--- src/rtl/spi_regfile_pkg.sv ---
// rtl/spi_regfile_pkg.sv - shared constants and frame sizing for the SPI register file
package spi_regfile_pkg;

    localparam logic OP_WRITE   = 1'b1;
    localparam logic OP_READ    = 1'b0;
    localparam int   DEF_ADDR_W = 7;
    localparam int   DEF_DATA_W = 8;

    function automatic int frame_w(input int addr_w, input int data_w);
        return 1 + addr_w + data_w;
    endfunction

endpackage

--- src/rtl/spi_sync_edge.sv ---
// rtl/spi_sync_edge.sv - two-flop synchronizer with optional rise/fall pulse detect
module spi_sync_edge #(
    parameter logic IDLE    = 1'b0,
    parameter bit   EDGE_EN = 1'b1
) (
    input  logic clk,
    input  logic rst_n,
    input  logic async_in,
    output logic sync_out,
    output logic rise,
    output logic fall
);

    logic meta_q, meta_d;
    logic sync_q, sync_d;
    logic dly_q, dly_d;

    always_comb begin
        meta_d = async_in;
        sync_d = meta_q;
        dly_d  = sync_q;
    end

    always_ff @(posedge clk or negedge rst_n) begin
        if (!rst_n) begin
            meta_q <= IDLE;
            sync_q <= IDLE;
            dly_q  <= IDLE;
        end else begin
            meta_q <= meta_d;
            sync_q <= sync_d;
            dly_q  <= dly_d;
        end
    end

    assign sync_out = sync_q;
    assign rise     = EDGE_EN & sync_q & ~dly_q;
    assign fall     = EDGE_EN & ~sync_q & dly_q;

endmodule

--- src/rtl/spi_regfile.sv ---
// rtl/spi_regfile.sv - SPI mode-0 slave giving read/write access to a parameterised register file
module spi_regfile
    import spi_regfile_pkg::*;
#(
    parameter int                          NUM_REGS  = 5,
    parameter int                          ADDR_W    = DEF_ADDR_W,
    parameter int                          DATA_W    = DEF_DATA_W,
    parameter logic [NUM_REGS*DATA_W-1:0]  RESET_VAL = '0
) (
    input  logic                         clk,
    input  logic                         reset,
    input  logic                         SCLK,
    input  logic                         nCS,
    input  logic                         COPI,
    output logic                         CIPO,
    output logic                         CIPO_oe,
    output logic [NUM_REGS*DATA_W-1:0]   regs_out,
    output logic                         wr_strobe,
    output logic [ADDR_W-1:0]            wr_addr,
    output logic                         addr_err
);

    localparam int               FRAME_W  = frame_w(ADDR_W, DATA_W);
    localparam int               CNT_W    = $clog2(FRAME_W + 1);
    localparam logic [CNT_W-1:0] CNT_FULL = CNT_W'(FRAME_W);
    localparam logic [CNT_W-1:0] CNT_LAST = CNT_W'(FRAME_W - 1);
    localparam logic [CNT_W-1:0] CNT_ADDR = CNT_W'(ADDR_W);

    logic sclk_s, sclk_rise, sclk_fall;
    logic ncs_s, ncs_rise, ncs_fall;
    logic copi_s, copi_rise, copi_fall;

    spi_sync_edge #(.IDLE(1'b0), .EDGE_EN(1'b1)) u_sync_sclk (
        .clk(clk), .rst_n(reset), .async_in(SCLK),
        .sync_out(sclk_s), .rise(sclk_rise), .fall(sclk_fall)
    );
    spi_sync_edge #(.IDLE(1'b1), .EDGE_EN(1'b0)) u_sync_ncs (
        .clk(clk), .rst_n(reset), .async_in(nCS),
        .sync_out(ncs_s), .rise(ncs_rise), .fall(ncs_fall)
    );
    spi_sync_edge #(.IDLE(1'b0), .EDGE_EN(1'b0)) u_sync_copi (
        .clk(clk), .rst_n(reset), .async_in(COPI),
        .sync_out(copi_s), .rise(copi_rise), .fall(copi_fall)
    );

    logic unused_sync;
    assign unused_sync = ^{sclk_s, ncs_rise, ncs_fall, copi_rise, copi_fall};

    logic [CNT_W-1:0]   bit_cnt_q, bit_cnt_d;
    logic [FRAME_W-1:0] shift_q, shift_d;
    logic               wr_pend_q, wr_pend_d;
    logic               rd_pend_q, rd_pend_d;
    logic [DATA_W-1:0]  tx_q, tx_d;
    logic               tx_act_q, tx_act_d;
    logic               cipo_q, cipo_d;
    logic [ADDR_W-1:0]  wr_addr_q, wr_addr_d;
    logic               addr_err_q, addr_err_d;

    // Field views: full frame for the write decision, first 1+ADDR_W bits for reads.
    logic               wr_rw, rd_rw, wr_in_range, rd_in_range, commit;
    logic [ADDR_W-1:0]  wr_addr_f, rd_addr_f;
    logic [DATA_W-1:0]  wr_data, rd_data;

    assign wr_rw       = shift_q[FRAME_W-1];
    assign wr_addr_f   = shift_q[DATA_W +: ADDR_W];
    assign wr_data     = shift_q[DATA_W-1:0];
    assign rd_rw       = shift_q[ADDR_W];
    assign rd_addr_f   = shift_q[ADDR_W-1:0];
    assign wr_in_range = ({1'b0, wr_addr_f} < (ADDR_W+1)'(NUM_REGS));
    assign rd_in_range = ({1'b0, rd_addr_f} < (ADDR_W+1)'(NUM_REGS));

    // A deasserted nCS in the commit cycle cancels the write.
    assign commit = wr_pend_q & ~ncs_s & (wr_rw == OP_WRITE) & wr_in_range;

    always_comb begin
        rd_data = '0;
        for (int i = 0; i < NUM_REGS; i++) begin
            if (rd_addr_f == ADDR_W'(i)) rd_data = regs_out[i*DATA_W +: DATA_W];
        end
    end

    always_comb begin
        bit_cnt_d  = bit_cnt_q;
        shift_d    = shift_q;
        wr_pend_d  = 1'b0;
        rd_pend_d  = 1'b0;
        tx_d       = tx_q;
        tx_act_d   = tx_act_q;
        cipo_d     = cipo_q;
        wr_addr_d  = wr_addr_q;
        addr_err_d = addr_err_q;
        if (ncs_s) begin
            bit_cnt_d = '0;
            shift_d   = '0;
            tx_d      = '0;
            tx_act_d  = 1'b0;
            cipo_d    = 1'b0;
        end else begin
            if (sclk_rise && (bit_cnt_q != CNT_FULL)) begin
                shift_d   = {shift_q[FRAME_W-2:0], copi_s};
                bit_cnt_d = bit_cnt_q + CNT_W'(1);
                wr_pend_d = (bit_cnt_q == CNT_LAST);
                rd_pend_d = (bit_cnt_q == CNT_ADDR);
            end
            if (rd_pend_q && (rd_rw == OP_READ)) begin
                tx_d     = rd_in_range ? rd_data : '0;
                tx_act_d = 1'b1;
                if (!rd_in_range) addr_err_d = 1'b1;
            end else if (sclk_fall && tx_act_q) begin
                cipo_d = tx_q[DATA_W-1];
                tx_d   = tx_q << 1;
            end
            if (wr_pend_q && (wr_rw == OP_WRITE) && !wr_in_range) addr_err_d = 1'b1;
        end
        if (commit) wr_addr_d = wr_addr_f;
    end

    always_ff @(posedge clk or negedge reset) begin
        if (!reset) begin
            bit_cnt_q  <= '0;
            shift_q    <= '0;
            wr_pend_q  <= 1'b0;
            rd_pend_q  <= 1'b0;
            tx_q       <= '0;
            tx_act_q   <= 1'b0;
            cipo_q     <= 1'b0;
            wr_addr_q  <= '0;
            addr_err_q <= 1'b0;
        end else begin
            bit_cnt_q  <= bit_cnt_d;
            shift_q    <= shift_d;
            wr_pend_q  <= wr_pend_d;
            rd_pend_q  <= rd_pend_d;
            tx_q       <= tx_d;
            tx_act_q   <= tx_act_d;
            cipo_q     <= cipo_d;
            wr_addr_q  <= wr_addr_d;
            addr_err_q <= addr_err_d;
        end
    end

    for (genvar g = 0; g < NUM_REGS; g++) begin : g_reg
        logic [DATA_W-1:0] reg_q, reg_d;

        always_comb begin
            reg_d = reg_q;
            if (commit && (wr_addr_f == ADDR_W'(g))) reg_d = wr_data;
        end

        always_ff @(posedge clk or negedge reset) begin
            if (!reset) reg_q <= RESET_VAL[g*DATA_W +: DATA_W];
            else        reg_q <= reg_d;
        end

        assign regs_out[g*DATA_W +: DATA_W] = reg_q;
    end

    assign CIPO      = cipo_q;
    assign CIPO_oe   = ~ncs_s;
    assign wr_strobe = commit;
    assign wr_addr   = wr_addr_q;
    assign addr_err  = addr_err_q;

endmodule

--- config.mk ---
export PLATFORM = sky130hd
export DESIGN_NAME = spi_regfile
export DESIGN_NICKNAME = d
export VERILOG_FILES = /design/src/rtl/spi_regfile_pkg.sv /design/src/rtl/spi_sync_edge.sv /design/src/rtl/spi_regfile.sv
export SDC_FILE = /design/constraint.sdc
export NUM_CORES = 1
export LEC_CHECK = 0
export CAP_MARGIN = 40
export CORE_MARGIN = 1.5
export CORE_UTILIZATION = 40
export CTS_CLUSTER_SIZE = 28
export DETAILED_ROUTE_END_ITERATION = 16
export PLACE_DENSITY_LB_ADDON = 0.05
export SYNTH_ARGS = -nofsm -noshare
export SYNTH_HDL_FRONTEND = slang
export SYNTH_HIERARCHICAL = 1
export SYNTH_SLANG_ARGS = --single-unit
--- constraint.sdc ---
create_clock -name clk -period 2 [get_ports clk]
set_input_delay 0.4 -clock clk [delete_from_list [all_inputs] [get_ports clk]]
set_output_delay 0.4 -clock clk [all_outputs]
set_load 0.02 [all_outputs]
**Wiring heat map**

The bar under the picture is 20 µm long. 20 x 20 tiles, from dark blue (low) to red (high), scaled to the fullest tile. Values are wire area over tile area, all layers added.
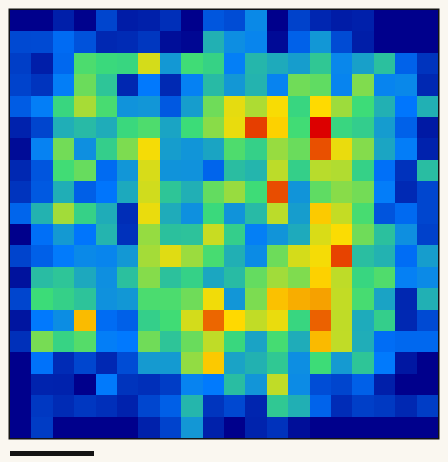
mean over tiles	0.13
nearly empty tiles	8.0%
tiles over half the peak	26%
emptiest ninth of the die	bottom left

**Track usage over the die**

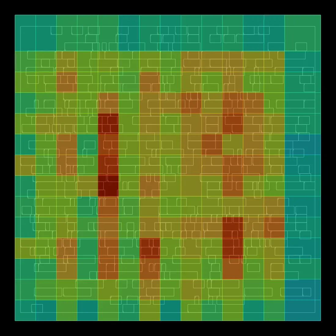
met3 track demand over resource: 0.0269
GRT met2 Usage: 0.301
routing usage on met1: 0.250

**Local utilization**

The bar under the picture is 20 µm long. 10 x 10 tiles, from dark blue (low) to red (high), 0 to 100% covered.
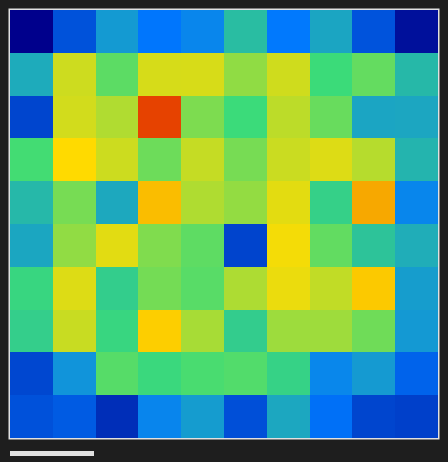
tiles over 75% full	6.0%
fullest tile	93%
nearly empty tiles	1.0%
mean over tiles	48%

==> flow_summary.yaml <==
# flow metrics
global_route:
  grt_overflow_total: 0
  grt_pass1_wl_mm: 14.4
  grt_pass1_vias: 2667
  antenna_found_initial: 0
route:
  via_count: 2639
  avgViaCountPerCell: 5.04
  wl_per_cell_um: 16.8
  wl_mm: 8.81
die:
  fp-utilization: 0.418
  die_h_um: 102
  dieArea_mm2: 0.0103
sta:
  finalWorstSetupSlack_ns: -0.163
  fin_crit_sh: 1.08
  rsz0062_at_grt: "true"
  worst_pin_slew_ns: 0.627
  slew_headroom: 0.581
  final-setup-viol-count: 33
power_and_ir_drop:
  power.leakage_uw: 0.00242
  vdd_ir_drop_max_mv: 0.485
  powerDensity_mw_per_mm2: 633
clock_network:
  cts-htree-levels: 3
  numCtsBuffers: 9
  clockBufferDepth: 2
  cts_tree: "done"
  worstSkewPairLatency_ns: 0.35
synthesis:
  avgSynthCellArea_um2: 12.4
  netlist_area_mm2: 0.00390
critical_path:
  start_kind: "flip-flop"
  r2r_slack_ns: -0.16
  worstSetupEndpointType: "flip-flop"
final_layout:
  drive_gt1_frac: 0.266
  seqCellArea_mm2: 0.00220
hold_path:
  worstHoldPathType: "input port to asynchronous set/reset pin"
run_status:
  violations: "negative setup slack"
  outcome: "finished, violations left"
job:
  warnings: 30
**Sizing map**

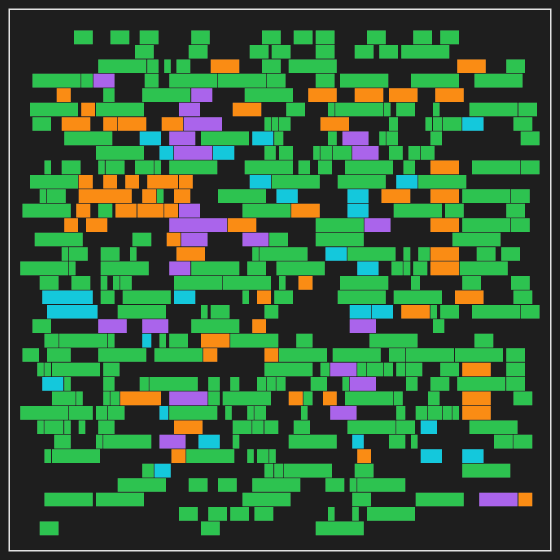
colour	size	cells	share
orange	x3 and x4	56	14%
green	x1 and smaller	290	73%
cyan	x2	26	6.6%
purple	x6 and larger	23	5.8%

**Cells coloured by class**

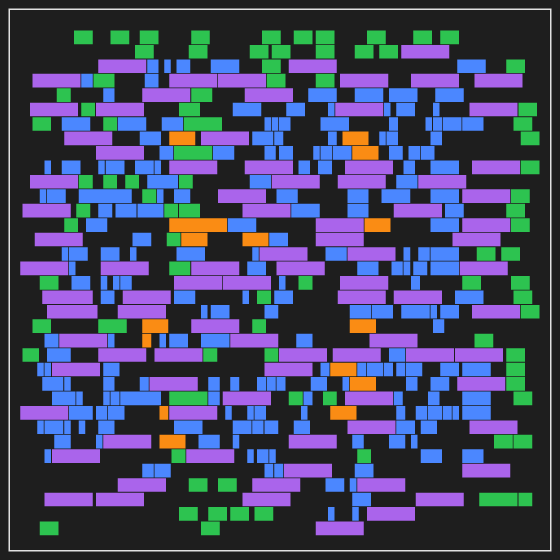
colour	class	cells	share of their area
purple	sequential cells	88	44%
orange	clock drivers and dummy loads	15	4.1%
blue	remaining logic cells	207	34%
green	remaining buffers and delay cells	85	17%

==> metal layers <==
layer / up-vias / share of wire / track usage
li1: 1260 / - / -
met1: 1315 / 0.47 / 0.250
met2: 51 / 0.47 / 0.301
met3: 13 / 0.031 / 0.0269
met4: 0 / 0.020 / 0.0780
met5: - / 0 / 0
==> flip-flops by register name, summed over array words and instances (netlist names), 5 cells and up <==
signal     cells
wr_addr        7
bit_cnt_q      5
shift_q       16
tx_q           8
g.reg_q       40
==> worst max-delay path: stages (launching register included) <==
cell	delay, ns
dfrtp_1	0.38
or3_4	0.39
or3_4	0.34
or4b_4	0.61
mux2_4	0.33
==> layout make-up <==
class,count,share of cell area
clock buffer,12,0.0323
clock inverter,3,0.00782
inverter,14,0.0103
multi-input combinational,193,0.322
sequential,88,0.431
tap,129,0.0315
timing repair buffer,85,0.165
==> how the worst max path moves through the flow <==
stage,depth (start not counted),from,to
6_report,4,shift_q[14]$_DFFE_PN0P_,g_reg[2].reg_q[7]$_DFFE_PN0P_
5_1_grt,4,shift_q[14]$_DFFE_PN0P_,g_reg[2].reg_q[7]$_DFFE_PN0P_
4_1_cts,4,shift_q[14]$_DFFE_PN0P_,g_reg[2].reg_q[7]$_DFFE_PN0P_
3_5_place_dp,4,shift_q[14]$_DFFE_PN0P_,g_reg[2].reg_q[4]$_DFFE_PN0P_
3_3_place_gp,3,shift_q[14]$_DFFE_PN0P_,wr_strobe
2_1_floorplan,5,shift_q[14]$_DFFE_PN0P_,g_reg[3].reg_q[0]$_DFFE_PN0P_
==> power breakdown <==
group          internal (µW)  switching [µW]  total, µW
sequential              1800            13.0       1810
clock                    670             601       1270
combinational           59.5            97.4        157
==> repair_timing <==
item                       4_1_cts  5_1_grt
setup endpoints to repair       34       34
pin swaps                        0        1
resized                         20        5
hold endpoints to repair         0        0
buffers inserted                 3        2
==> stage by stage <==
stage                     instance area (µm²)  total power, µW  utilization  setup TNS (ns)  setup WS [ns]
after floorplan                          3950             1930            -           -4.97         -0.262
after global placement                   4810             2010        0.515           -3.70         -0.169
after detailed placement                 4810             2010        0.515           -3.76         -0.173
after CTS                                5090             3290        0.545           -3.66         -0.181
after global routing                     5120             3390        0.549           -5.78         -0.214
final                                    5120             3240        0.549           -3.37         -0.163
==> layout by cell type, fill, tap and decap left out, drive strengths merged, types with 3 or more instances in the layout <==
cell type	instances
nand2	3
ha	3
nor2b	5
nor2	33
o22ai	8
mux2	42
nor3	4
clkdlybuf4s50	52
o211ai	7
and3	9
dfrtp	86
clkbuf	12
inv	14
mux2i	26
a2bb2oi	7
o21ai	15
buf	32
or3	4
Power figures rest on the tool's default switching activity, not on a simulated workload.
